## src/rtl/layer_compositor.sv

```systemverilog
`default_nettype none
// ============================================================================
// Module      : layer_compositor
// Description : Per-pixel priority compositor and layer scheduler for the
//               breakout video path. Up to four painters (border, bricks,
//               paddle, ball) each present a hit flag and a 6-bit colour. The
//               lowest-index enabled painter that hits wins the pixel.
//               Layer enables change only at the start of a frame, and a
//               frame-counted flash effect blinks one chosen layer.
//               All outputs are registered one cycle after their inputs.
//
// Ports       :
//   clk           in   pixel clock (hpos/vpos advance one per cycle)
//   rst           in   synchronous, active-high reset
//   hpos          in   current column [9:0]
//   vpos          in   current row [8:0]
//   display_on    in   high inside the visible area
//   hsync_in      in   horizontal sync from the sync generator
//   vsync_in      in   vertical sync from the sync generator
//   layer_hit     in   bit i high when painter i covers the pixel
//   layer_color   in   colour of painter i in bits [6i+5:6i]
//   cfg_en_we     in   write strobe for the pending layer-enable mask
//   cfg_en_data   in   new enable mask, bit i enables layer i
//   flash_req     in   one-cycle pulse that starts/retriggers a flash
//   rgb           out  registered pixel colour, BBGGRR
//   hsync_out     out  hsync_in delayed by one cycle
//   vsync_out     out  vsync_in delayed by one cycle
//   frame_start   out  one-cycle pulse at pixel (0,0), registered
//   flash_active  out  high while the flash FSM is in FLASH
//   win_valid     out  high when an enabled layer won the pixel
//   win_idx       out  index of the winning layer, 0 when win_valid is low
//
// Revision    : 1.0 - initial release
// ============================================================================
module layer_compositor #(
    parameter int          NUM_LAYERS   = 4,
    parameter logic [5:0]  BG_COLOR     = 6'b000000,
    parameter int          FLASH_FRAMES = 8,
    parameter int          FLASH_LAYER  = 0
) (
    input  logic                      clk,
    input  logic                      rst,
    input  logic [9:0]                hpos,
    input  logic [8:0]                vpos,
    input  logic                      display_on,
    input  logic                      hsync_in,
    input  logic                      vsync_in,
    input  logic [NUM_LAYERS-1:0]     layer_hit,
    input  logic [6*NUM_LAYERS-1:0]   layer_color,
    input  logic                      cfg_en_we,
    input  logic [NUM_LAYERS-1:0]     cfg_en_data,
    input  logic                      flash_req,
    output logic [5:0]                rgb,
    output logic                      hsync_out,
    output logic                      vsync_out,
    output logic                      frame_start,
    output logic                      flash_active,
    output logic                      win_valid,
    output logic [1:0]                win_idx
);

    localparam logic [7:0] C_FLASH_RELOAD = 8'(FLASH_FRAMES);
    localparam logic [1:0] C_FLASH_IDX    = 2'(FLASH_LAYER);

    typedef enum logic [0:0] {
        ST_IDLE  = 1'b0,
        ST_FLASH = 1'b1
    } flash_state_t;

    // ------------------------------------------------------------------------
    // State
    // ------------------------------------------------------------------------
    logic [NUM_LAYERS-1:0] r_en_pending;
    logic [NUM_LAYERS-1:0] r_en_active;
    flash_state_t          r_state;
    logic [7:0]            r_flash_cnt;

    // ------------------------------------------------------------------------
    // Combinational selection
    // ------------------------------------------------------------------------
    logic       w_fs;
    logic       w_win;
    logic [1:0] w_idx;
    logic [5:0] w_color;
    logic [5:0] w_pixel;

    assign w_fs = (hpos == 10'd0) && (vpos == 9'd0);

    // Scan from the lowest-priority layer upward so the last assignment that
    // sticks belongs to the lowest index, i.e. the highest-priority hit.
    always_comb begin
        w_win   = 1'b0;
        w_idx   = 2'd0;
        w_color = BG_COLOR;
        for (int i = NUM_LAYERS - 1; i >= 0; i--) begin
            if (layer_hit[i] && r_en_active[i]) begin
                w_win   = 1'b1;
                w_idx   = 2'(i);
                w_color = layer_color[6*i +: 6];
            end
        end
    end

    // Flash blink: invert the flash layer on odd counts so it toggles once per
    // frame while the flash runs.
    always_comb begin
        w_pixel = w_color;
        if (w_win && (w_idx == C_FLASH_IDX) && (r_state == ST_FLASH) &&
            r_flash_cnt[0]) begin
            w_pixel = ~w_color;
        end
    end

    // ------------------------------------------------------------------------
    // Layer-enable masks: the active mask only moves at frame start so a
    // configuration write never tears the picture mid-frame.
    // ------------------------------------------------------------------------
    always_ff @(posedge clk) begin
        if (rst) begin
            r_en_pending <= {NUM_LAYERS{1'b1}};
            r_en_active  <= {NUM_LAYERS{1'b1}};
        end else begin
            if (cfg_en_we) begin
                r_en_pending <= cfg_en_data;
            end
            if (w_fs) begin
                // A write landing on the frame-start cycle takes effect now.
                r_en_active <= cfg_en_we ? cfg_en_data : r_en_pending;
            end
        end
    end

    // ------------------------------------------------------------------------
    // Flash FSM. A retrigger reloads the counter and wins over a same-cycle
    // frame decrement; the count never goes below zero.
    // ------------------------------------------------------------------------
    always_ff @(posedge clk) begin
        if (rst) begin
            r_state      <= ST_IDLE;
            r_flash_cnt  <= 8'd0;
            flash_active <= 1'b0;
        end else begin
            case (r_state)
                ST_IDLE: begin
                    if (flash_req) begin
                        r_state      <= ST_FLASH;
                        r_flash_cnt  <= C_FLASH_RELOAD;
                        flash_active <= 1'b1;
                    end
                end
                ST_FLASH: begin
                    if (flash_req) begin
                        r_flash_cnt  <= C_FLASH_RELOAD;
                        flash_active <= 1'b1;
                    end else if (w_fs) begin
                        if (r_flash_cnt > 8'd1) begin
                            r_flash_cnt <= r_flash_cnt - 8'd1;
                        end else begin
                            r_state      <= ST_IDLE;
                            r_flash_cnt  <= 8'd0;
                            flash_active <= 1'b0;
                        end
                    end
                end
                default: begin
                    r_state      <= ST_IDLE;
                    r_flash_cnt  <= 8'd0;
                    flash_active <= 1'b0;
                end
            endcase
        end
    end

    // ------------------------------------------------------------------------
    // Output registers
    // ------------------------------------------------------------------------
    always_ff @(posedge clk) begin
        if (rst) begin
            rgb         <= 6'b000000;
            hsync_out   <= 1'b0;
            vsync_out   <= 1'b0;
            frame_start <= 1'b0;
            win_valid   <= 1'b0;
            win_idx     <= 2'd0;
        end else begin
            hsync_out   <= hsync_in;
            vsync_out   <= vsync_in;
            frame_start <= w_fs;
            if (!display_on) begin
                // Blanking forces black regardless of any painter.
                rgb       <= 6'b000000;
                win_valid <= 1'b0;
                win_idx   <= 2'd0;
            end else begin
                rgb       <= w_pixel;
                win_valid <= w_win;
                win_idx   <= w_idx;
            end
        end
    end

endmodule
`default_nettype wire

```

## config.mk

```make
export PLATFORM = sky130hd
export DESIGN_NAME = layer_compositor
export DESIGN_NICKNAME = d
export VERILOG_FILES = /design/src/rtl/layer_compositor.sv
export SDC_FILE = /design/constraint.sdc
export NUM_CORES = 1
export LEC_CHECK = 0
export ABC_AREA = 1
export CORE_MARGIN = 8
export CORE_UTILIZATION = 35
export DETAILED_ROUTE_END_ITERATION = 6
export HOLD_SLACK_MARGIN = 0.02
export PLACE_DENSITY = 0.78
export SETUP_SLACK_MARGIN = 0.2
export SLEW_MARGIN = 20
export SYNTH_ARGS = -nofsm -noshare
export SYNTH_HDL_FRONTEND = slang
export SYNTH_SLANG_ARGS = --single-unit
```

## constraint.sdc

```tcl
create_clock -name clk -period 2.01 [get_ports clk]
set_input_delay 0.402 -clock clk [delete_from_list [all_inputs] [get_ports clk]]
set_output_delay 0.402 -clock clk [all_outputs]
set_load 0.03 [all_outputs]
```

==> results_slide.txt, run 1 <==
Synthesis and Place & Route Summary

Final timing
  – Hold WS: approximately 0.46 ns
  – Setup violations, final: 0
  – Fin. Hold Viols: 0
  – Final setup margin: about 0.30 ns
  – Worst Max-Slew Pin Slew: about 0.43 ns
  – Fin crit share: 0.852
  – Pins Over Slew Limit: 0
  – RSZ-0062 raised after global routing: false

Clock tree
  – Clock buffer depth: 2
  – Postcts setup bufs: 0
  – Clock transition at the registers of the reported paths: approximately 0.060 ns
  – # resized after CTS: 0
  – Clock Sinks: 30

Route
  – Max layer used: met4
  – Wl on met1: between 2000 and 2500 um
  – Met3 routed WL: slightly below 400 um

Layout
  – Most instantiated logic cell after routing: clkdlybuf4s50_1
  – Filler instances: around 460

Floorplanning
  – Chip area: a little over 7000 sq um
  – Die width: 84.7 um
  – FP Rows: 25
  – # Taps: between 50 and 60
  – FP Core Util: 0.357

GRT
  – GRT met1 Usage: 0.159
  – GRT Residual Overflow: 0
  – Global-route layer with the greatest usage: met2
  – Met3 Use GR: 0.0585
  – Met2 usage: 0.233

Placement
  – Inst Count DP: around 370

Min path
  – Hold_sp: flash_active$_SDFFE_PP0P_
  – Hold Path Depth: 2
  – Hold WC Path Type: flop to flop

Yosys
  – Cell with the most instances after synthesis: nand2_1
  – Seq share, synth: 0.363
  – Top cells by area: dfxtp_1 36%, nand2_1 15%, nor2_1 8.9%, nand3_1 5.8%, inv_1 5.0%
  – Post-Syn Area: ~1700 sq um

Critical path
  – Critical Path Source: flash_active$_SDFFE_PP0P_
  – Crit. End Element: primary output
  – CP startpoint kind: flop

Outcome
  – Outcome: completed

Pwr
  – Pwr/cell area: just under 600 nW/um^2
  – Sequential share of power: 0.436
[run 1: power groups by stage]
| stage | combinational, mW | sequential [mW] | clock, mW |
|---|---|---|---|
| 3_3_place_gp | 0.313 | 0.641 | 0 |
| 3_5_place_dp | 0.317 | 0.641 | 0 |
| 5_1_grt | 0.351 | 0.630 | 0.541 |
| 2_1_floorplan | 0.131 | 0.663 | 0 |
| 6_report | 0.317 | 0.628 | 0.494 |
| 4_1_cts | 0.320 | 0.628 | 0.515 |
[run 1: state kept, by name (all words and copies together) (netlist names)]
register	flops
r_flash_cnt	8
rgb	6
r_en_active	4
r_en_pending	4
win_idx	2
flash_active	1
frame_start	1
hsync_out	1
r_state	1
vsync_out	1
win_valid	1
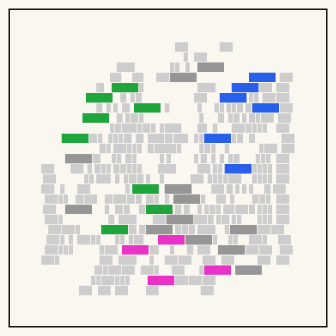
Run 1: sequential cells coloured by netlist name
r_en_pending -> magenta  # placed flops 4, where south
r_flash_cnt -> green  # placed flops 8
rgb -> blue  # placed flops 6
register area: 601 sq um
Seq power: 628 uW
sequential cell area share: 0.240
Core Util, Final: 0.540

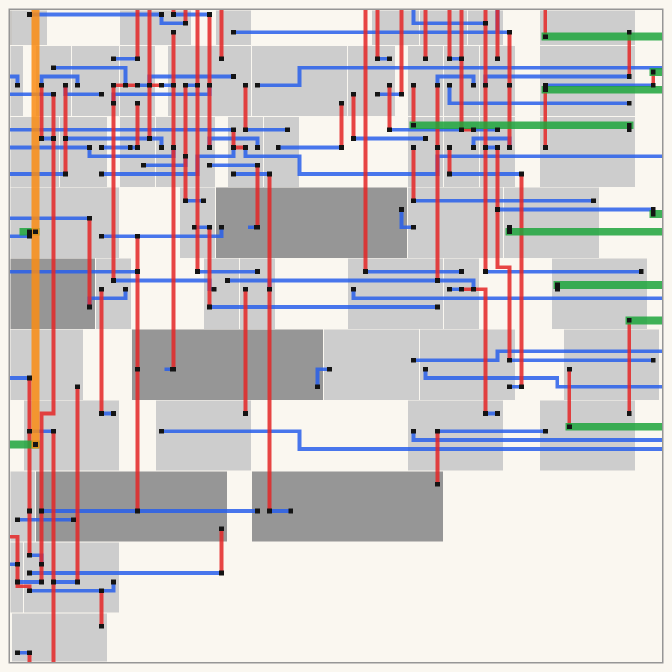
Run 1: layout detail
Window x 51 to 76, y 9 to 34 um. Cells in grey, sequential cells in the stronger grey; small squares are vias.
M2 -> red
M3 -> green
M4 -> orange
M1 -> blue
sequential cells in the window = 4
cells with their middle in the window = 45
most frequent = clkdlybuf4s50_1 (17), nand2_1 (12)
netlist names of flops here include = win_idx (2)

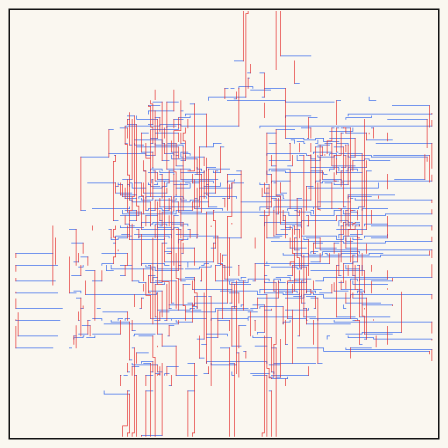
Run 1: metal layers overlaid
Two of the layers only.
M1 -> blue  # wire length 2120 um
M2 -> red  # wire length 2150 um
Routed WL: 4740 um
wire per inst: 12.5 um

Run 1, routing congestion:
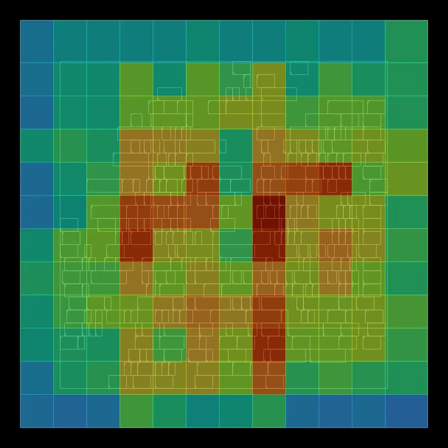

## Run 2: what changed since run 1
--- a/config.mk
+++ b/config.mk
@@ -10,6 +10,7 @@
 export CORE_UTILIZATION = 35
 export DETAILED_ROUTE_END_ITERATION = 6
 export HOLD_SLACK_MARGIN = 0.02
+export MAX_ROUTING_LAYER = met4
 export PLACE_DENSITY = 0.78
 export SETUP_SLACK_MARGIN = 0.2
 export SLEW_MARGIN = 20
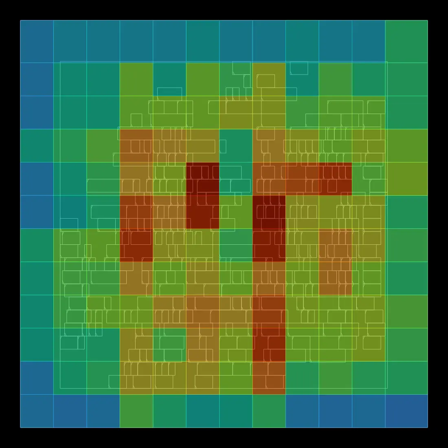
Run 2: routing congestion
gr usage total: 0.145
met3 Use GR: 0.0556
GRT met1 Usage: 0.161
met2 usage: 0.232

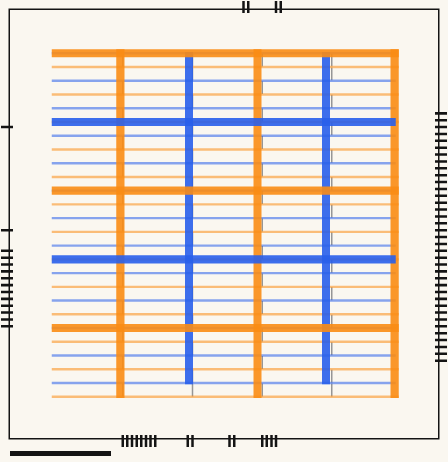
Run 2: PDN straps and rails
The bar under the picture is 20 um long. Pins as bars on the die edge. Tap cells in grey.
VSS -> orange
VDD -> blue
signal pins = 71
met4 straps = 5
met5 straps = 5
met1 rails = 26
VDD IR-drop max: 0.250 mV
Die Height: 84.7 um

==> run 2 against run 1 <==
Global-route usage grew 0.39 points. Register-to-register slack is essentially flat. Clock skew barely moved. Core utilization unchanged. Wire length shrank 0.13%. Critical endpoint unchanged.
==> results_slide.txt, run 2 <==
Synthesis and Place & Route Summary

Outcome
  – Outcome: completed

Route
  – Wire per inst: 12.5 um (-0.13%)
  – Routed vias/inst: between 4 and 5
  – Routed WL: 4730 um (-0.13%)
  – First DRT Iteration DRCs: 67

Yosys
  – Post-Syn Area: 1650 sq um (unchanged)
  – Synthesized area per cell: 6.64 sq um
  – AND/OR/NAND/NOR Cells, Area Fraction: 0.418
  – Cell with the most instances after synthesis: nand2_1
  – Ys flops: 30
  – XOR-XNOR Cells, Area Fraction: 0.0106
  – Top cells by area: dfxtp_1 36%, nand2_1 15%, nor2_1 8.9%, nand3_1 5.8%, inv_1 5.0%
  – Seq share, synth: 0.363 (unchanged)
  – Ys Warns: 0

Pwr
  – Leakage power: between 1 and 1.5 nW
  – Pwr/cell area: 576 nW/um^2 (about the same)

Floorplanning
  – FP Core Util: 0.357 (unchanged)
  – Top-level I/O count: approximately 70
  – Die width: 84.7 um (unchanged)
  – Chip area: 7180 sq um (unchanged)
  – FP Rows: 25 (unchanged)

Min path
  – Hold_sp: flash_active$_SDFFE_PP0P_
  – Hold Path Depth: 2 (unchanged)
  – Hold WC Path Type: flop to flop

Final timing
  – Final setup margin: 0.298 ns (-0.0000920 ns)
  – Relative slew slack: 0.716
  – Sum Neg Setup Slack: 0 ns
  – Fin crit share: 0.852 (about the same)
  – Worst Max-Slew Pin Slew: 0.424 ns (-0.000698 ns)
  – Hold WS: 0.464 ns (+0.000525 ns)
  – Setup violations, final: 0 (unchanged)
  – Pins Over Slew Limit: 0 (unchanged)
  – Fin. Hold Viols: 0 (unchanged)

Layout
  – Core Util, Final: 0.540 (unchanged)
  – Largest registers: r_flash_cnt x8, rgb x6
  – Number of flip-flops in the largest register: 8 (unchanged)
  – Most instantiated logic cell after routing: clkdlybuf4s50_1
  – Biggest register: r_flash_cnt

Critical path
  – Crit. End Element: primary output
  – Critical Path Source: flash_active$_SDFFE_PP0P_
  – CP required: approximately 1.6 ns
  – CP startpoint kind: flop
  – Critical Path Fanout Max: 2

Clock tree
  – Clock transition at the registers of the reported paths: 0.06 ns (about the same)
  – Clock Sinks: 30 (unchanged)
  – Clock buffer depth: 2 (unchanged)
  – Postcts setup bufs: 0 (unchanged)
  – # resized after CTS: 0 (unchanged)
  – CTS Hold Bufs: 0

Placement
  – Inst Count DP: 370 (unchanged)
[run 2: power by group]
group	internal (mW)	switching (mW)	total (mW)
Clock	0.275	0.219	0.495
Sequential	0.616	0.0120	0.628
Combinational	0.169	0.148	0.317
Total	1.06	0.379	1.44
[run 2: cell type report]
cell class | instances | area [sq um]
inverters | 31 | 116
well taps | 54 | 67.6
clock inverters | 1 | 5.00
repair buffers | 72 | 716
multi-input cells | 183 | 907
fillers | 456 | 2130
clock buffers | 7 | 86.3
flip-flops and latches | 30 | 601
[run 2: metal layers]
layer	routed length [um]	vias up	track usage
li1	-	939	-
met5	0	-	-
met1	2120	819	0.161
met3	395	6	0.0556
met4	63	0	0.0485
met2	2150	67	0.232
No activity file was given, so power comes from the tool's default toggle rates.
